$ cat src/rtl/ddr3_lite_pkg.sv
// Shared types and helpers for the simplified x16 DDR3 device model.
// Command encodings, token layout, CL/CWL decode and burst column order.
package ddr3_lite_pkg;

    localparam int ROW_W    = 14;
    localparam int COL_W    = 10;
    localparam int BA_W     = 3;
    localparam int DL_DEPTH = 16;
    localparam int AP_BIT   = 10;

    // {ras_n, cas_n, we_n}
    typedef enum logic [2:0] {
        CMD_MRS = 3'b000,
        CMD_REF = 3'b001,
        CMD_PRE = 3'b010,
        CMD_ACT = 3'b011,
        CMD_WR  = 3'b100,
        CMD_RD  = 3'b101,
        CMD_ZQC = 3'b110,
        CMD_NOP = 3'b111
    } cmd_e;

    // One queued burst; latency is frozen when the command issues.
    typedef struct packed {
        logic             valid;
        logic             is_read;
        logic [3:0]       lat;
        logic [BA_W-1:0]  ba;
        logic [ROW_W-1:0] row;
        logic [COL_W-1:0] col;
    } token_t;

    // code = MR0 {a6, a5, a4, a2}
    function automatic logic [3:0] cl_decode(input logic [3:0] code);
        case (code)
            4'b0010: return 4'd5;
            4'b0100: return 4'd6;
            4'b0110: return 4'd7;
            4'b1000: return 4'd8;
            4'b1010: return 4'd9;
            4'b1100: return 4'd10;
            4'b1110: return 4'd11;
            default: return 4'd5;
        endcase
    endfunction

    // f = MR2 a[5:3]
    function automatic logic [3:0] cwl_decode(input logic [2:0] f);
        logic [3:0] s;
        s = 4'd5 + {1'b0, f};
        return (s > 4'd12) ? 4'd12 : s;
    endfunction

    // Sequential burst order wraps inside the aligned 8-column block.
    function automatic logic [COL_W-1:0] beat_col(
        input logic [COL_W-1:0] col,
        input logic [2:0]       n
    );
        return {col[COL_W-1:3], col[2:0] + n};
    endfunction

endpackage

$ cat src/rtl/ddr3_lite_delay_line.sv
// Burst token shift register with per-token latency taps.
// Ports: clk, rst, tok_i (new token), wr_*/rd_* (active burst, beat pair index).
module ddr3_lite_delay_line
    import ddr3_lite_pkg::*;
(
    input  logic       clk,
    input  logic       rst,
    input  token_t     tok_i,
    output logic       wr_hit_o,
    output token_t     wr_tok_o,
    output logic [1:0] wr_beat_o,
    output logic       rd_hit_o,
    output token_t     rd_tok_o,
    output logic [1:0] rd_beat_o
);

    token_t sr_q [DL_DEPTH];

    always_ff @(posedge clk) begin
        if (rst) begin
            for (int i = 0; i < DL_DEPTH; i++) sr_q[i] <= '0;
        end else begin
            sr_q[0] <= tok_i;
            for (int i = 1; i < DL_DEPTH; i++) sr_q[i] <= sr_q[i-1];
        end
    end

    // A token issued at edge T sits in stage j just before edge T+j+1.
    // Write beat pair k is captured at edge T+lat+k  -> j+1 = lat+k.
    // Read beat pair k is registered at T+lat+k-1     -> j+2 = lat+k.
    logic [4:0] lat5, ow, orr;

    always_comb begin
        wr_hit_o  = 1'b0;
        wr_tok_o  = '0;
        wr_beat_o = '0;
        rd_hit_o  = 1'b0;
        rd_tok_o  = '0;
        rd_beat_o = '0;
        lat5      = '0;
        ow        = '0;
        orr       = '0;
        for (int j = 0; j < DL_DEPTH; j++) begin
            lat5 = {1'b0, sr_q[j].lat};
            ow   = 5'(j + 1) - lat5;
            orr  = 5'(j + 2) - lat5;
            if (sr_q[j].valid && !sr_q[j].is_read &&
                5'(j + 1) >= lat5 && ow < 5'd4) begin
                wr_hit_o  = 1'b1;
                wr_tok_o  = sr_q[j];
                wr_beat_o = ow[1:0];
            end
            if (sr_q[j].valid && sr_q[j].is_read &&
                5'(j + 2) >= lat5 && orr < 5'd4) begin
                rd_hit_o  = 1'b1;
                rd_tok_o  = sr_q[j];
                rd_beat_o = orr[1:0];
            end
        end
    end

endmodule

$ cat config.mk
export PLATFORM = sky130hd
export DESIGN_NAME = ddr3_lite_delay_line
export DESIGN_NICKNAME = d
export VERILOG_FILES = /design/src/rtl/ddr3_lite_pkg.sv /design/src/rtl/ddr3_lite_delay_line.sv
export SDC_FILE = /design/constraint.sdc
export NUM_CORES = 1
export LEC_CHECK = 0
export ABC_AREA = 1
export CAP_MARGIN = 10
export CORE_UTILIZATION = 50
export DETAILED_ROUTE_END_ITERATION = 8
export HOLD_SLACK_MARGIN = 0.03
export PLACE_DENSITY = 0.68
export SYNTH_ARGS = -nofsm -noshare
export SYNTH_HDL_FRONTEND = slang
export SYNTH_SLANG_ARGS = --single-unit
$ cat constraint.sdc
create_clock -name clk -period 5.1 [get_ports clk]
set_input_delay 0.765 -clock clk [delete_from_list [all_inputs] [get_ports clk]]
set_output_delay 0.765 -clock clk [all_outputs]
set_load 0.005 [all_outputs]
==> impl_metrics.toml <==
# flow metrics
[synthesis]
ys_cells = 4238
synth_flop_count = 528
postSynthAreaPerCell_um2 = 6.387
ys_seq_share_pct = 39.05
dominantRegCellSynth = "sky130_fd_sc_hd__dfxtp_1"

[placed_design]
place_worst_setup_slack_ns = 0.6850
dpl.cell_count = 4839
dp_hpwl_um = 44020

[power]
switching_share_of_power_pct = 21.76
clock_power_share_pct = 49.7

[floorplanning]
core_mm2 = 0.05308
standard_cell_rows = 84
tapcell.inserted = 688

[grt]
grt.met3_usage_pct = 3.748
pin_count_of_the_biggest_net_entering_global_routing = 154

[finish]
sequential_cell_area_mm2 = 0.01057
area_growth_pct = 11.93
finish.utilization_pct = 57.09
nMultiInputCombCells = 2547

[outcome]
status = "finished, final reports clean"

[critical_path]
crit_path_frequent_cell = "sky130_fd_sc_hd__nand2_1"
crit_path_end_kind = "primary output"
cp_data_arrival_time_ns = 4.06

[route]
drtIter0Drc = 1587
drtAntennaViolNets = 0

[final_timing]
relative_slew_margins_pct = 26.31
fin_crit_sh_pct = 94.68
timing.final.max_slew_violations = 0
worst-slew-pin-transition_ns = 1.104

[worst_hold_path]
holdPathStages = 2
worst_hold_startpoint = "sr_q[1][228]"

[run]
stage_log_warnings = 53
[power by group through the flow]
stage	logic (uW)	registers [uW]	clock network [uW]
floorplan	188	4270	0
global placement	300	4280	0
detailed placement	301	4280	0
CTS	302	4190	4530
global route	341	4190	4710
finish	304	4190	4440
[worst max-delay path, delay by kind of cell (launching register included)]
kind	cells	cell delay [ns]
AND/OR/NAND/NOR	10	1.22
AND-OR/OR-AND	4	0.71
buffers and inverters	2	0.59
adder cells (fa/ha/maj)	2	0.50
flip-flops	1	0.42
[repair_timing]
item,in CTS,in global routing
resized,1,7
gates cloned,0,1
endpoints found under the hold margin,0,0
setup endpoints to repair,2,20
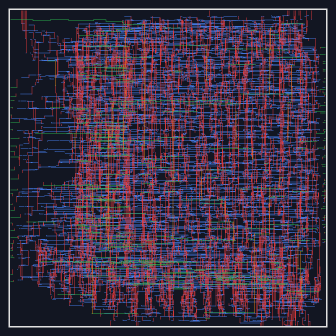
(wiring by layer)
legend:
  red:
    layer: metal 2
    wire_length: 28.4 mm
  blue:
    layer: metal 1
    wire_length: 33.4 mm
  orange:
    layer: metal 4
    wire_length: 914 um
  green:
    layer: metal 3
    wire_length: 3730 um
overall routing resource usage: 23.83%
average wire per cell in the routed design: 13.43 um

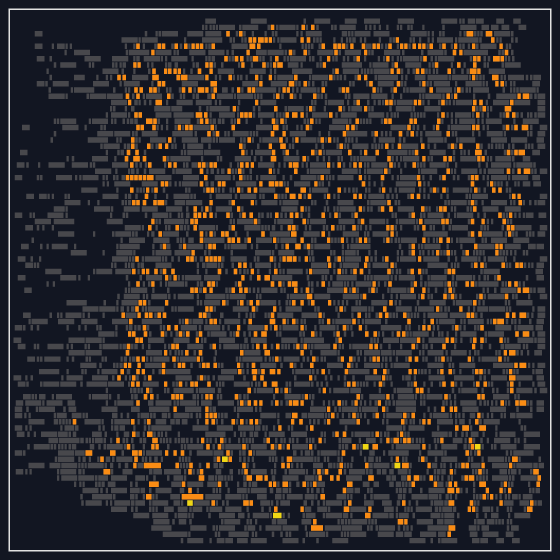
(gate-type map)
legend:
  yellow:
    family: non-inverting ao/oa cells
    cells: 6
    most_used: a21o_1
  orange:
    family: aoi and oai cells
    cells: 984
    most_used: o21ai_0
    where: all over the die

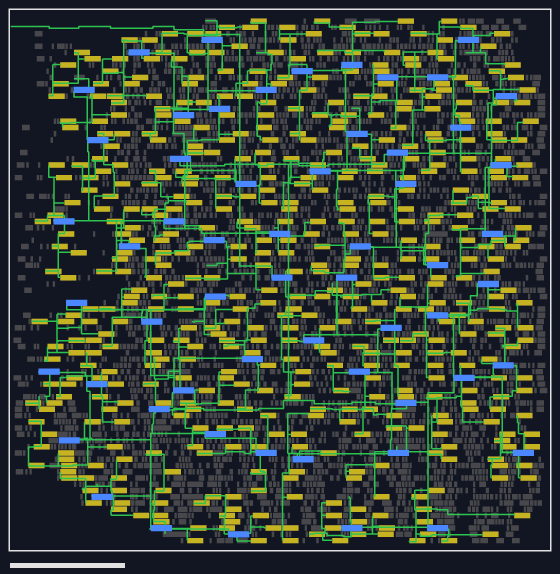
(clock wires, drivers and flops)
Scale bar: 50 um.
legend:
  green:
    item: clock wires
    length: 6950 um
  blue:
    item: clock drivers
    count: 58
  yellow:
    item: flip-flops
    count: 528
flops lie: all over the die
routed clock nets: 59

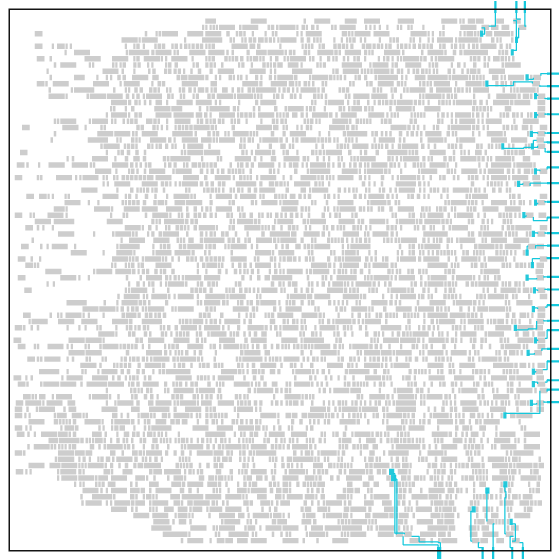
(nets reached from selected ports)
legend:
  cyan:
    port: rd_tok_o
    bits: 33
    direction: output
    edge: 24 right, 6 bottom, 3 top
    end_cells: 33
    buffers: 33
    wire: 439 um
port bufs: 105
Top Ports: 107

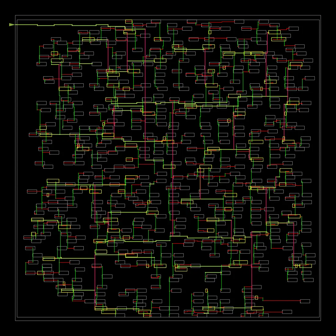
(the clock network)
number of clock buffer instances in the layout: 94
Flop Count: 528
clock tree sinks: 528
clock group total power: 4440 uW

Power and IR drop assume default switching activity.
